<file path="src/rtl/mem_port_arbiter_if.sv">
// CPU-side and memory-side handshake bundle for mem_port_arbiter.
// slave is the arbiter's view; master is the CPU/memory environment's view.
interface mem_port_arbiter_if #(
  parameter int ADDR_W = 32,
  parameter int DATA_W = 32
);
  logic              ins_req_i;
  logic [ADDR_W-1:0] ins_addr_i;
  logic [DATA_W-1:0] ins_rdata_o;
  logic              ins_valid_o;

  logic              data_read_i;
  logic              data_write_i;
  logic [ADDR_W-1:0] data_addr_i;
  logic [DATA_W-1:0] data_wdata_i;
  logic [DATA_W-1:0] data_rdata_o;
  logic              data_valid_o;

  logic              stall_o;

  logic              mem_req_o;
  logic              mem_we_o;
  logic [ADDR_W-1:0] mem_addr_o;
  logic [DATA_W-1:0] mem_wdata_o;
  logic [DATA_W-1:0] mem_rdata_i;
  logic              mem_ack_i;

  modport slave (
    input  ins_req_i, ins_addr_i,
    output ins_rdata_o, ins_valid_o,
    input  data_read_i, data_write_i, data_addr_i, data_wdata_i,
    output data_rdata_o, data_valid_o,
    output stall_o,
    output mem_req_o, mem_we_o, mem_addr_o, mem_wdata_o,
    input  mem_rdata_i, mem_ack_i
  );

  modport master (
    output ins_req_i, ins_addr_i,
    input  ins_rdata_o, ins_valid_o,
    output data_read_i, data_write_i, data_addr_i, data_wdata_i,
    input  data_rdata_o, data_valid_o,
    input  stall_o,
    input  mem_req_o, mem_we_o, mem_addr_o, mem_wdata_o,
    output mem_rdata_i, mem_ack_i
  );
endinterface

</file>
<file path="src/rtl/mem_port_arbiter.sv">
// Shares one variable-latency memory port between instruction fetch and data access.
// Data wins collisions until MAX_DATA_STREAK consecutive data grants starve a pending fetch.
module mem_port_arbiter #(
  parameter int ADDR_W          = 32,
  parameter int DATA_W          = 32,
  parameter int MAX_DATA_STREAK = 4
) (
  input  logic              clk_i,
  input  logic              rst_ni,
  mem_port_arbiter_if.slave bus
);

  typedef enum logic [1:0] {IDLE, ISSUE, DONE} state_t;
  typedef enum logic {OWN_INS, OWN_DATA} owner_t;

  typedef struct packed {
    logic              we;
    logic [ADDR_W-1:0] addr;
    logic [DATA_W-1:0] wdata;
  } mem_cmd_t;

  localparam logic [3:0] STREAK_MAX = 4'(MAX_DATA_STREAK);

  state_t            state;
  owner_t            owner;
  logic [3:0]        streak;
  mem_cmd_t          cmd;
  mem_cmd_t          grant_cmd;
  logic              mem_req;
  logic [DATA_W-1:0] ins_rdata;
  logic [DATA_W-1:0] data_rdata;
  logic              ins_valid;
  logic              data_valid;
  logic              data_req;
  logic              grant_ins;
  logic              grant_data;

  always_comb begin
    data_req        = bus.data_read_i | bus.data_write_i;
    grant_ins       = bus.ins_req_i & (~data_req | (streak == STREAK_MAX));
    grant_data      = data_req & ~grant_ins;
    // a simultaneous read+write is treated as a write
    grant_cmd.we    = grant_data & bus.data_write_i;
    grant_cmd.addr  = grant_ins ? bus.ins_addr_i : bus.data_addr_i;
    grant_cmd.wdata = bus.data_wdata_i;
  end

  always_ff @(posedge clk_i or negedge rst_ni) begin
    if (!rst_ni) begin
      state      <= IDLE;
      owner      <= OWN_INS;
      streak     <= '0;
      cmd        <= '0;
      mem_req    <= 1'b0;
      ins_rdata  <= '0;
      data_rdata <= '0;
      ins_valid  <= 1'b0;
      data_valid <= 1'b0;
    end else begin
      case (state)
        IDLE: begin
          if (grant_ins || grant_data) begin
            owner   <= grant_ins ? OWN_INS : OWN_DATA;
            cmd     <= grant_cmd;
            mem_req <= 1'b1;
            state   <= ISSUE;
            // streak only grows while a fetch is actually being held off
            if (grant_ins || !bus.ins_req_i)
              streak <= '0;
            else if (streak != STREAK_MAX)
              streak <= streak + 4'd1;
          end
        end
        ISSUE: begin
          if (bus.mem_ack_i) begin
            mem_req <= 1'b0;
            cmd.we  <= 1'b0;
            state   <= DONE;
            if (owner == OWN_INS) begin
              ins_rdata <= bus.mem_rdata_i;
              ins_valid <= 1'b1;
            end else begin
              if (!cmd.we) data_rdata <= bus.mem_rdata_i;
              data_valid <= 1'b1;
            end
          end
        end
        DONE: begin
          ins_valid  <= 1'b0;
          data_valid <= 1'b0;
          state      <= IDLE;
        end
        default: state <= IDLE;
      endcase
    end
  end

  assign bus.mem_req_o    = mem_req;
  assign bus.mem_we_o     = cmd.we;
  assign bus.mem_addr_o   = cmd.addr;
  assign bus.mem_wdata_o  = cmd.wdata;
  assign bus.ins_rdata_o  = ins_rdata;
  assign bus.ins_valid_o  = ins_valid;
  assign bus.data_rdata_o = data_rdata;
  assign bus.data_valid_o = data_valid;
  assign bus.stall_o      = (bus.ins_req_i & ~ins_valid) | (data_req & ~data_valid);

endmodule

</file>
<file path="src/flat_wrapper.sv">
// flat-port wrapper written by rule: the top's interface ports become plain ports
module mem_port_arbiter_flat 
#(
  parameter int ADDR_W          = 32,
  parameter int DATA_W          = 32,
  parameter int MAX_DATA_STREAK = 4
)
  (clk_i, rst_ni, bus_ins_req_i, bus_ins_addr_i, bus_ins_rdata_o, bus_ins_valid_o, bus_data_read_i, bus_data_write_i, bus_data_addr_i, bus_data_wdata_i, bus_data_rdata_o, bus_data_valid_o, bus_stall_o, bus_mem_req_o, bus_mem_we_o, bus_mem_addr_o, bus_mem_wdata_o, bus_mem_rdata_i, bus_mem_ack_i);
  mem_port_arbiter_if #(.ADDR_W(ADDR_W), .DATA_W(DATA_W)) bus_i ();
  input  logic clk_i;
  input  logic rst_ni;
  input wire logic [$bits(bus_i.ins_req_i)-1:0] bus_ins_req_i;
  input wire logic [$bits(bus_i.ins_addr_i)-1:0] bus_ins_addr_i;
  output wire logic [$bits(bus_i.ins_rdata_o)-1:0] bus_ins_rdata_o;
  output wire logic [$bits(bus_i.ins_valid_o)-1:0] bus_ins_valid_o;
  input wire logic [$bits(bus_i.data_read_i)-1:0] bus_data_read_i;
  input wire logic [$bits(bus_i.data_write_i)-1:0] bus_data_write_i;
  input wire logic [$bits(bus_i.data_addr_i)-1:0] bus_data_addr_i;
  input wire logic [$bits(bus_i.data_wdata_i)-1:0] bus_data_wdata_i;
  output wire logic [$bits(bus_i.data_rdata_o)-1:0] bus_data_rdata_o;
  output wire logic [$bits(bus_i.data_valid_o)-1:0] bus_data_valid_o;
  output wire logic [$bits(bus_i.stall_o)-1:0] bus_stall_o;
  output wire logic [$bits(bus_i.mem_req_o)-1:0] bus_mem_req_o;
  output wire logic [$bits(bus_i.mem_we_o)-1:0] bus_mem_we_o;
  output wire logic [$bits(bus_i.mem_addr_o)-1:0] bus_mem_addr_o;
  output wire logic [$bits(bus_i.mem_wdata_o)-1:0] bus_mem_wdata_o;
  input wire logic [$bits(bus_i.mem_rdata_i)-1:0] bus_mem_rdata_i;
  input wire logic [$bits(bus_i.mem_ack_i)-1:0] bus_mem_ack_i;
  assign bus_i.ins_req_i = bus_ins_req_i;
  assign bus_i.ins_addr_i = bus_ins_addr_i;
  assign bus_ins_rdata_o = bus_i.ins_rdata_o;
  assign bus_ins_valid_o = bus_i.ins_valid_o;
  assign bus_i.data_read_i = bus_data_read_i;
  assign bus_i.data_write_i = bus_data_write_i;
  assign bus_i.data_addr_i = bus_data_addr_i;
  assign bus_i.data_wdata_i = bus_data_wdata_i;
  assign bus_data_rdata_o = bus_i.data_rdata_o;
  assign bus_data_valid_o = bus_i.data_valid_o;
  assign bus_stall_o = bus_i.stall_o;
  assign bus_mem_req_o = bus_i.mem_req_o;
  assign bus_mem_we_o = bus_i.mem_we_o;
  assign bus_mem_addr_o = bus_i.mem_addr_o;
  assign bus_mem_wdata_o = bus_i.mem_wdata_o;
  assign bus_i.mem_rdata_i = bus_mem_rdata_i;
  assign bus_i.mem_ack_i = bus_mem_ack_i;
  mem_port_arbiter #(.ADDR_W(ADDR_W), .DATA_W(DATA_W), .MAX_DATA_STREAK(MAX_DATA_STREAK)) u_core (.clk_i(clk_i), .rst_ni(rst_ni), .bus(bus_i));
endmodule
</file>
<file path="config.mk">
export PLATFORM = sky130hd
export DESIGN_NAME = mem_port_arbiter_flat
export DESIGN_NICKNAME = d
export VERILOG_FILES = /design/src/rtl/mem_port_arbiter_if.sv /design/src/rtl/mem_port_arbiter.sv /design/src/flat_wrapper.sv
export SDC_FILE = /design/constraint.sdc
export NUM_CORES = 1
export LEC_CHECK = 0
export CORE_MARGIN = 3
export CORE_UTILIZATION = 45
export CTS_BUF_LIST = sky130_fd_sc_hd__clkbuf_4 sky130_fd_sc_hd__clkbuf_8
export CTS_CLUSTER_SIZE = 12
export DETAILED_ROUTE_END_ITERATION = 7
export PLACE_DENSITY = 0.88
export SYNTH_ARGS = -nofsm -noshare
export SYNTH_HDL_FRONTEND = slang
export SYNTH_SLANG_ARGS = --single-unit
</file>
<file path="constraint.sdc">
create_clock -name clk_i -period 2.9 [get_ports clk_i]
set_clock_uncertainty 0.05 [all_clocks]
set_input_delay 0.87 -clock clk_i [delete_from_list [all_inputs] [get_ports clk_i]]
set_output_delay 0.87 -clock clk_i [all_outputs]
set_load 0.02 [all_outputs]
</file>
==> reports/results.tsv <==
stage	metric	value	unit
setup_path	Cell Chain, Critical Path	clkdlybuf4s50_1 -> nor2_1 -> o22ai_1 -> clkdlybuf4s15_1	
cts	total CTS buffers	17	
final_timing	Hold Slack	308	ps
cts	Clock Tree Root	clkbuf_8	
final_timing	Final Hold Fails	0	
die	Die W	117	um
run	tool warnings	27	
setup_path	crit start category	input port	
cells_and_area	dominant logic cell type in the layout	clkdlybuf4s50_1	
cells_and_area	Reg area	3480	um^2
die	fp_density	47.2	%
final_timing	Fmax achieved	0.352	GHz
final_timing	fin. max-slew vios	0	
cells_and_area	registers	139	
power	Pwr per Cell Area	1190	nW/um^2
logic_synthesis	post-synthesis sequential area ratio	62.9	%
power	Lkg Pwr	3.96	nW
cells_and_area	clock network share of area	5.52	%
setup_path	CP max FO	2	
setup_path	Max stage delay cell, worst path	clkdlybuf4s50_1	
cts	H-Tree Depth	4	
detailed_routing	vias per inst	5.21	
logic_synthesis	Mapped Area	5530	um^2
place	number of port buffers	266	
cells_and_area	Area Overhead vs Synth	61.5	%
final_timing	slew of the pin with the lowest slew margin	502	ps
final_timing	RSZ-0062 raised after global routing	no	
setup_path	CP max stage delay	510	ps
cells_and_area	Layout fillers	750	
hold_path	Min-Delay Path Class	input port to async pin	
grt	vias in the first global route	5064	
cells_and_area	Comb gate area	1910	um^2
logic_synthesis	Post-Syn Instances	502	
cells_and_area	Seq area share	38.9	%
cells_and_area	n_diodes	0	
logic_synthesis	cell total in the yosys stat output	502	
setup_path	number of buffers and inverters on the critical path	2	
logic_synthesis	Yosys reg bits	139	
setup_path	Worst EP required	1980	ps
setup_path	critical path's top delay family	buffers and inverters	
logic_synthesis	Ys Warns	0	
detailed_routing	Residual DRC	0	
grt	first-pass GRT wire length	26000	um
setup_path	Critical Path AT	1920	ps
logic_synthesis	Top area cell types	dfrtp_1 (63%), mux2_2 (13%), nand2_1 (9.0%)	
setup_path	Worst R2R End	u_core.bus.data_rdata_o[5]	
logic_synthesis	Syn Area/Cell	11.0	um^2
cells_and_area	Signal buf overhead	31.9	%
cells_and_area	Area-dominant class	flip-flops and latches	
logic_synthesis	syn_nets	638	
logic_synthesis	Largest type area fraction	62.9	%
detailed_routing	Antenna Violating Nets Remaining	0	
setup_path	Critical Path Sink Type	output pin	
cts	Post-CTS Setup Inserts	0	
cts	CTS max path bufs	2	
run	maxcap violations	0	
grt	largest net degree at the start of global routing	55	
cts	CTS tree	done	
final_timing	Slew HR	66.5	%
cells_and_area	combinational share of cell area	21.3	%
die	# Taps	143	
cts	post-CTS sizing	1	
grt	GRT Residual Overflow	0	
cells_and_area	Comb gates	326	
cells_and_area	non-clock buffer count	282	
detailed_routing	initial DRC count	334	
cells_and_area	fraction of layout instances using a drive strength above 1	14.9	%
cells_and_area	clkbuf count	18	
grt	initial antenna violation count	0	
setup_path	Worst Setup EP	bus_stall_o	
final_timing	final setup TNS	0	ps
final_timing	# setup viols final	0	
cells_and_area	inverters	9	
cts	Hold Buf Count CTS	0	
setup_path	Critical Path Stages	4	
logic_synthesis	Yosys chip area	5530	um^2
cells_and_area	fin nets	911	
setup_path	R2R Setup Slk	1040	ps
die	IO Pins	267	
place	DP HPWL	12600	um
die	# rows	39	
place	Inst Count DP	899	
logic_synthesis	Netlist cell types	25	
detailed_routing	first drt pass iteration count	4	
setup_path	CP Class	input port to output pin	
setup_path	launch point of the critical path	bus_data_write_i	
die	Chip Height	117	um
die	total die size	13700	um^2
power	Max VDD drop	0.641	mV
run_status	status	complete, no violations	
final_timing	period utilization	97.8	%
cts	clk slew on worst S/H paths	70	ps
cells_and_area	final non-filler cell total	929	
setup_path	launch point of the worst reg-to-reg path	u_core.state[1]	
power	total power	0.0106	W
logic_synthesis	leading area contributor after synthesis	dfrtp_1	
cells_and_area	most frequent logic cells in the routed design	clkdlybuf4s50_1 (264), dfrtp_1 (139), nand2_1 (133)	
place	GPL Wtd Cong	0.778	
final_timing	min Tclk post-route	2840	ps
die	Core Area	11700	um^2
setup_path	R2R cell count	5	
[cells by family (layout without fill, tap and decap cells)]
logic type	Yosys count	count (layout)	share of synthesized area (%)
fa+ha+maj	2	2	0.452
mux	64	64	13.0
simple gates	180	180	12.9
flops	139	139	62.9
buf+inv	37	321	3.14
compound gates	80	80	7.55
[where the power goes]
group          internal, W  switching [W]
registers          0.00289       0.000572
logic              0.00254        0.00268
clock network      0.00121       0.000726
[metal layers]
metal | track usage, % | vias up | wire (um)
li1 | - | 2205 | -
met3 | 8.12 | 29 | 1560
met1 | 28.2 | 2351 | 6410
met5 | 0 | - | 0
met4 | 9.71 | 0 | 405
met2 | 44.9 | 257 | 8900
[flip-flops by register name (all words and copies together) (netlist names)]
signal                   count
u_core.bus.data_rdata_o     32
u_core.bus.ins_rdata_o      32
u_core.bus.mem_addr_o       32
u_core.bus.mem_wdata_o      32
u_core.streak                4
u_core.state                 2
u_core.bus.data_valid_o      1
u_core.bus.ins_valid_o       1
u_core.bus.mem_req_o         1
u_core.bus.mem_we_o          1
u_core.owner                 1
[cell usage after synthesis]
cell type,count
o2bb2ai_1,1
nand2_1,133
nor3_1,1
and4b_1,1
nor2_1,37
buf_4,6
inv_1,9
nor3_2,1
o22ai_1,3
nand2b_1,1
mux2_2,64
buf_2,10
and3b_1,1
nor3b_2,1
clkbuf_1,12
o21ai_0,4
o31ai_1,2
o21ai_1,1
nand3_1,3
a21oi_1,66
ha_1,2
dfrtp_1,139
o21a_1,1
a31oi_1,2
nand3_2,1
[metrics by stage]
stage,setup slack (ps),utilization (%),area [um^2]
6_report,62.5,76.3,8940
3_3_place_gp,-212,72.1,8440
5_1_grt,8.14,76.3,8940
3_5_place_dp,-225,72.1,8440
4_1_cts,59.6,76.3,8930
2_1_floorplan,707,-,5530
### Clock routing

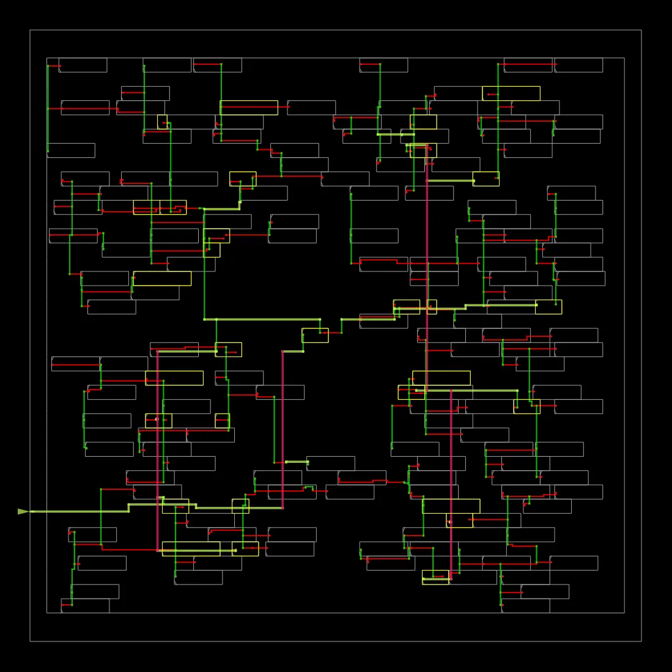
Num Clock Sinks: 139
Late-Pin Clk Latency: 440 ps

### Met1 routing

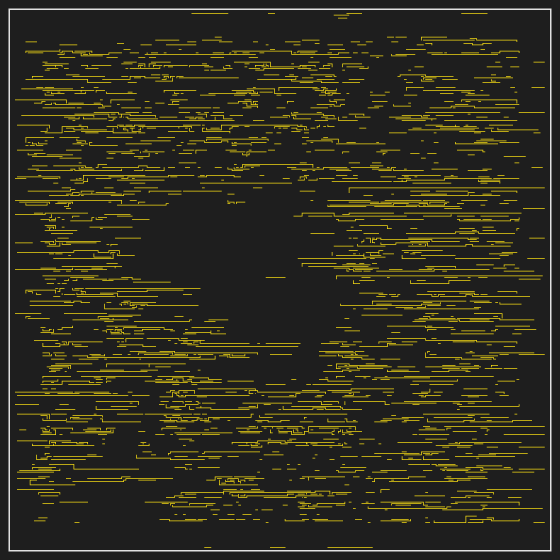
longest straight run = 44.6 um
main direction = horizontal
nets with wire on the layer = 794
wire length on this layer = 6410 um
WL final: 17300 um
routed vias: 4842

### Wiring heat map

Scale bar: 20 um. 23 x 23 tiles, from dark blue (low) to red (high), scaled to the fullest tile. Values are wire area over tile area, all layers added.
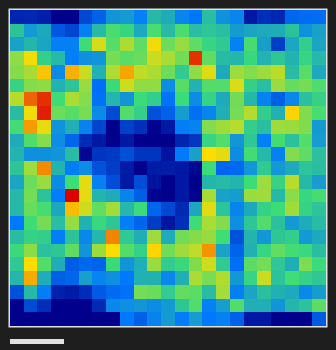
tiles over half the peak = 31%
nearly empty tiles = 5.9%
mean over tiles = 0.21
global-route usage over all layers: 25.3%
DR WL/cell: 18.6 um

Power figures rest on the tool's default switching activity, not on a simulated workload.
